--- src/rtl/traffic_phase_sequencer.sv ---
// Six-phase, two-road traffic-light sequencer with software-loadable phase durations.
// Owns the phase-duration down-counter: load on phase entry, decrement, expire.
module traffic_phase_sequencer #(
  parameter int unsigned COUNT_SIZE  = 5,
  parameter int unsigned GREEN_INIT  = 20,
  parameter int unsigned YELLOW_INIT = 4,
  parameter int unsigned ALLRED_INIT = 2
) (
  input  logic                  clk,
  input  logic                  rst,
  input  logic                  enable,
  input  logic [2:0]            cfgSel,
  input  logic [COUNT_SIZE-1:0] cfgIn,
  output logic [2:0]            nsLight,
  output logic [2:0]            ewLight,
  output logic [2:0]            phase,
  output logic [COUNT_SIZE-1:0] remaining,
  output logic                  phaseDone
);

  typedef enum logic [2:0] {
    ALLRED_A  = 3'd0,
    NS_GREEN  = 3'd1,
    NS_YELLOW = 3'd2,
    ALLRED_B  = 3'd3,
    EW_GREEN  = 3'd4,
    EW_YELLOW = 3'd5
  } state_t;

  localparam logic [COUNT_SIZE-1:0] RST_REM =
    (ALLRED_INIT > 1) ? COUNT_SIZE'(ALLRED_INIT - 1) : '0;

  state_t                state, state_nx, succ;
  logic [COUNT_SIZE-1:0] g_dur, y_dur, r_dur;
  logic [COUNT_SIZE-1:0] rem_q, rem_nx, load_dur;
  logic                  illegal;

  // Effective duration minus one: a programmed 0 behaves as 1.
  function automatic logic [COUNT_SIZE-1:0] dur_m1(input logic [COUNT_SIZE-1:0] v);
    return (v == '0) ? '0 : v - 1'b1;
  endfunction

  always_ff @(posedge clk or posedge rst) begin
    if (rst) begin
      state <= ALLRED_A;
      rem_q <= RST_REM;
    end else begin
      state <= state_nx;
      rem_q <= rem_nx;
    end
  end

  // Loads below read the pre-write register value, so a write landing on the
  // entry edge of its own phase only takes effect at the next entry.
  always_ff @(posedge clk or posedge rst) begin
    if (rst) begin
      g_dur <= COUNT_SIZE'(GREEN_INIT);
      y_dur <= COUNT_SIZE'(YELLOW_INIT);
      r_dur <= COUNT_SIZE'(ALLRED_INIT);
    end else begin
      if (cfgSel[2]) g_dur <= cfgIn;
      if (cfgSel[1]) y_dur <= cfgIn;
      if (cfgSel[0]) r_dur <= cfgIn;
    end
  end

  always_comb begin
    succ     = ALLRED_A;
    illegal  = 1'b0;
    nsLight  = 3'b100;
    ewLight  = 3'b100;
    case (state)
      ALLRED_A:  succ = NS_GREEN;
      NS_GREEN:  begin succ = NS_YELLOW; nsLight = 3'b001; end
      NS_YELLOW: begin succ = ALLRED_B;  nsLight = 3'b010; end
      ALLRED_B:  succ = EW_GREEN;
      EW_GREEN:  begin succ = EW_YELLOW; ewLight = 3'b001; end
      EW_YELLOW: begin succ = ALLRED_A;  ewLight = 3'b010; end
      default:   illegal = 1'b1;
    endcase

    case (succ)
      NS_GREEN, EW_GREEN:   load_dur = g_dur;
      NS_YELLOW, EW_YELLOW: load_dur = y_dur;
      default:              load_dur = r_dur;
    endcase

    state_nx = state;
    rem_nx   = rem_q;
    if (illegal) begin
      state_nx = ALLRED_A;
      rem_nx   = dur_m1(r_dur);
    end else if (enable) begin
      if (rem_q != '0) begin
        rem_nx = rem_q - 1'b1;
      end else begin
        state_nx = succ;
        rem_nx   = dur_m1(load_dur);
      end
    end
  end

  assign phase     = state;
  assign remaining = rem_q;
  assign phaseDone = enable & (rem_q == '0);

endmodule

--- config.mk ---
export PLATFORM = sky130hd
export DESIGN_NAME = traffic_phase_sequencer
export DESIGN_NICKNAME = d
export VERILOG_FILES = /design/src/rtl/traffic_phase_sequencer.sv
export SDC_FILE = /design/constraint.sdc
export NUM_CORES = 1
export LEC_CHECK = 0
export CAP_MARGIN = 20
export CORE_UTILIZATION = 48
export CTS_CLUSTER_DIAMETER = 80
export DETAILED_ROUTE_END_ITERATION = 7
export GPL_TIMING_DRIVEN = 0
export PLACE_DENSITY_LB_ADDON = 0.05
export RECOVER_POWER = 100
export SETUP_SLACK_MARGIN = 0.3
export SYNTH_ARGS = -nofsm -noshare
export SYNTH_HDL_FRONTEND = slang
export SYNTH_SLANG_ARGS = --single-unit
--- constraint.sdc ---
create_clock -name clk -period 1.67 [get_ports clk]
set_input_delay 0.2505 -clock clk [delete_from_list [all_inputs] [get_ports clk]]
set_output_delay 0.2505 -clock clk [all_outputs]
set_load 0.05 [all_outputs]
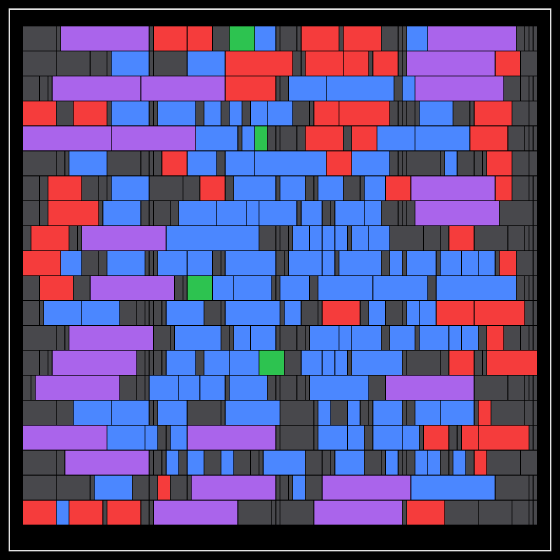
**Above:** placed cells, one colour a class.
Fill, decap, tap and diode cells in grey.
legend:
  red:
    class: other buffers and delay cells
    cells: 47
  blue:
    class: all other logic
    cells: 122
  purple:
    class: flops
    cells: 23
  green:
    class: clock drivers and dummy loads
    cells: 4
summed area of non-filler cells in the final layout: 2170 um2
area inside the core boundary: 3050 um2
sequential share of cell area: 27.1%
Placement Rows: 20
utilization after layout: 71.2%

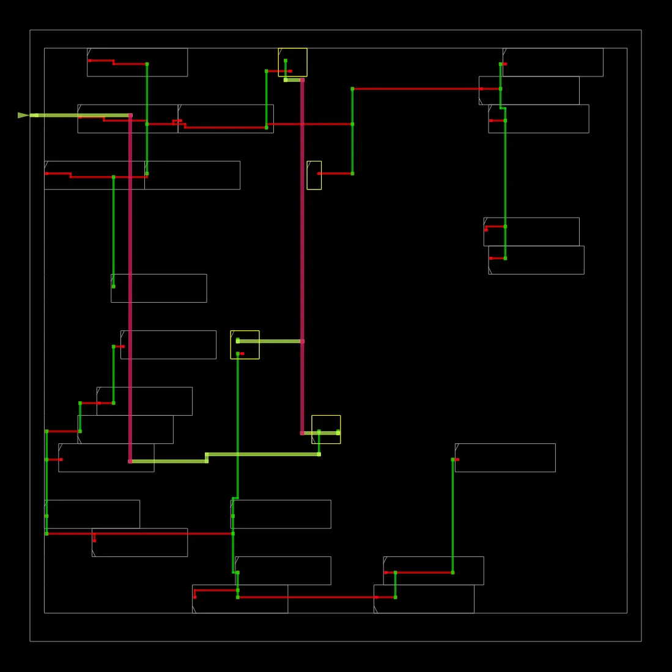
**Above:** clock routing.
insertion delay at the late pin of the worst-skew pair: 320 ps
clock group total power: 268 uW
Max Clock Skew: 5.37 ps

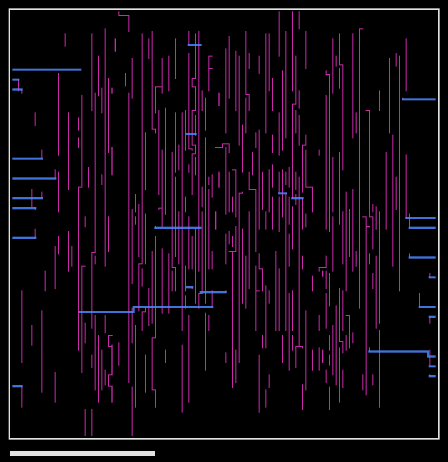
**Above:** routed metal, one colour a layer.
The bar under the picture is 20 um long. Two of the layers only.
legend:
  magenta:
    layer: met2
    wire_length: 1,930 um
  blue:
    layer: met3
    wire_length: 95.7 um
via count: 1,326
total routing usage reported by global routing: 24.6%
Detailed Route WL: 3680 um
Wirelength per Cell: 15.3 um

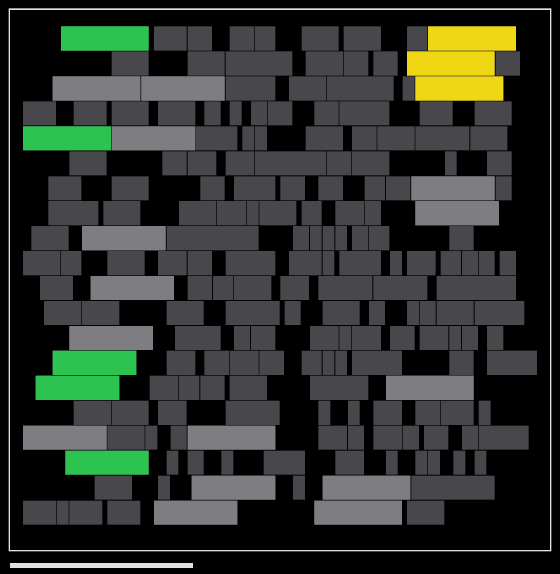
**Above:** register map, names as in the netlist.
The bar under the picture is 20 um long.
legend:
  yellow:
    netlist_name: `phase`
    sequential_cells: 3
  green:
    netlist_name: `g_dur`
    sequential_cells: 5
not coloured: 15
Sequential cell area: 588 um2
power dissipated in sequential cells: 858 uW

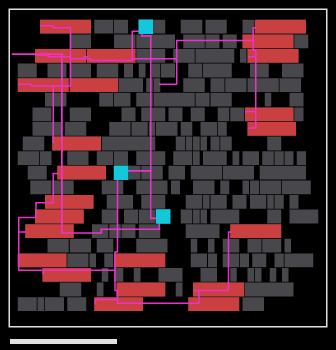
**Above:** clock distribution.
The bar under the picture is 20 um long.
legend:
  red:
    item: flip-flops
    count: 23
  cyan:
    item: cells driving clock nets
    count: 3
  magenta:
    item: clock wires
    length: 345 um
routed clock nets: 4
clock power share: 7.1%

==> qor.rpt <==
WORST SETUP PATH
--------------------------------------------------------------------------------
Critical path cell sequence                                         buf_8 -> xnor2_4 -> o22ai_2 -> a211o_1 -> nand3_4 -> nor4_2 -> a211o_1
End of the worst register-to-register path                          remaining[3]
Critical path data required time                                         1900 ps
Data arrival at the endpoint of the critical path                        2030 ps
Cell with the biggest individual delay on the critical path              dfrtp_2
Maximum fanout along the worst path                                            8
Worst setup path category                                                reg2reg
Cell depth of the worst flop-to-flop path                                      7
Element type at the critical path end                                  flip-flop
Kind of cell with the highest combined delay on the critical path   AND-OR/OR-AND gates
Origin of the critical flop-to-flop path                                phase[2]
Buffers & Inverters on Critical Path                                           1

ROUTING
--------------------------------------------------------------------------------
DRT antenna net count                                                          0
Iter 0 DRT Violations                                                         30
Remaining routing DRC violations                                               0
Pre-Repair DR Iteration Count                                                  4

GLOBAL ROUTE
--------------------------------------------------------------------------------
Number of antenna violations at the first check in global routing              0
Total congestion overflow                                                      0
Via count of the first global-routing pass                                 1,315
Pin count of the biggest net entering global routing                          24
First-pass GRT wire length                                               6180 um

SYNTH
--------------------------------------------------------------------------------
Top cells by instance count after synthesis                         dfrtp_1, mux2_2, nor2_1, nand2_1, o21ai_0
Yosys warning count                                                            0
Number of different library cells in the post-synthesis netlist               49
Registers, synthesis                                                          23
Instance count of the mapped netlist                                         152
Async set-reset flop share out of synthesis                                 100%
Post-synthesis sequential area ratio                                       37.5%
Yosys cell count                                                             152
Mean cell area of the mapped netlist                                    10.2 um2
Post-Syn Nets                                                                165
Most common cell in the netlist                                          dfrtp_1
Chip area from the yosys synthesis statistics                           1550 um2
Netlist area before placement                                           1550 um2

TIMING
--------------------------------------------------------------------------------
Clock period minus final worst setup slack                               1810 ps
Least setup slack across all paths after layout                          -137 ps
Timing-limited maximum frequency                                         553 MHz
Final setup fails                                                             10
Transition time at the pin with the least slew margin                     848 ps
Final tally of hold violations                                                 0
Final Max Tran Viols                                                           0
RSZ-0062 raised after global routing                                         yes
Relative slew margins                                                      43.4%
Share of the clock period used by the worst path                            108%

DIE
--------------------------------------------------------------------------------
Total die area                                                          3470 um2
Height of the die                                                        58.9 um
Effective utilization at floorplan                                         50.9%
Count of boundary I/O pins                                                    26

STATUS
--------------------------------------------------------------------------------
Violated checks                                                     setup timing
Result of the run                                                   complete, but fails checks

LAYOUT
--------------------------------------------------------------------------------
Total number of nets in the final design                                     210
Proportion of layout cells with a drive suffix above 1                     49.0%
Leading cell types in the layout, fill and taps excluded            mux2_2, buf_4, dfrtp_1
FILL cells                                                                   262
Number of diodes added for antenna fixing                                      0
Combinational cell area excluding buffers and inverters                 1020 um2
Relative area change from synthesis to final layout                        40.0%

CLOCKING
--------------------------------------------------------------------------------
TritonCTS Buffers                                                              3
Number of clock sinks                                                         23
Buffer type at the clock tree root                                      clkbuf_4
Hold_buf cts                                                                   0
Number of H-tree levels                                                        1
Setup bufs post-CTS                                                           15
Number of gates resized after cts                                            106

PWR
--------------------------------------------------------------------------------
Switching share of total power                                             47.9%
Combinational Power Share                                                  70.2%
Leakage power                                                           0.876 nW
Peak supply drop                                                       0.00125 V
Power share of the sequential group                                        22.7%
Sw Pwr                                                                   1.81 mW
Power per cell area                                                  1740 nW/um2

WORST HOLD PATH
--------------------------------------------------------------------------------
Hold-critical path depth                                                       3

PLACE
--------------------------------------------------------------------------------
Post-detailed-placement half-perimeter wirelength                        2630 um
Routability Congestion                                                     0.826
Placed inst area                                                        1920 um2
Number of port buffers                                                        23
Post-Place Setup Slack                                                   -603 ps

## worst max path at each step
stage,start,to,cells past startpoint
final,phase[2],remaining[3],7
after global routing,phase[2],remaining[3],7
after CTS,remaining[0],phaseDone,5
after detailed placement,remaining[1],phaseDone,5
after global placement,remaining[1],phaseDone,5
after floorplan,phase[0],remaining[3],7
## routing by layer
layer / wire (um) / global-route usage (%) / share of wire [%]
met5: 0 / 0 / 0
met2: 1930 / 43.0 / 52
met3: 95 / 4.62 / 2.6
met1: 1560 / 29.0 / 42
met4: 88 / 11.6 / 2.4
## power groups by stage
stage	Combinational, mW	Sequential (mW)	Clock [mW]
6_report	2.65	0.858	0.268
3_3_place_gp	2.19	0.885	0
2_1_floorplan	1.42	1.16	0
5_1_grt	2.82	0.873	0.298
3_5_place_dp	2.22	0.897	0
4_1_cts	2.55	0.858	0.274
## per-stage QoR
step	util [%]	cells	setup TNS, ps
after floorplan	-	152	-559
after global placement	62.9	219	-3210
after detailed placement	62.9	219	-3450
after CTS	69.7	238	-583
after global routing	71.2	240	-1360
final	71.2	240	-694
## layout make-up
cell class / instances / share of cell area [%]
Inverter: 7 / 1.38
Buffer: 7 / 3.40
Sequential cell: 23 / 27.1
Tap cell: 44 / 2.53
Clock buffer: 4 / 1.21
Timing Repair Buffer: 40 / 17.3
Multi-Input combinational cell: 115 / 47.1
## logic make-up (layout without fill, tap and decap cells)
kind of cell             after synthesis  in the layout  share of synthesized area (%)
AND/OR/NAND/NOR                       54             54                           20.8
buffers and inverters                 14             58                           5.24
multiplexers                          16             16                           11.4
XOR/XNOR                               5              5                           2.82
flip-flops                            23             23                           37.5
AND-OR/OR-AND                         38             38                           20.6
adder cells (fa/ha/maj)                2              2                           1.61
## tightest hold or removal path: stages
cell,delay [ps]
clkbuf_1,160
nand2_1,100
o21ai_0,70
Power and IR drop assume default switching activity.
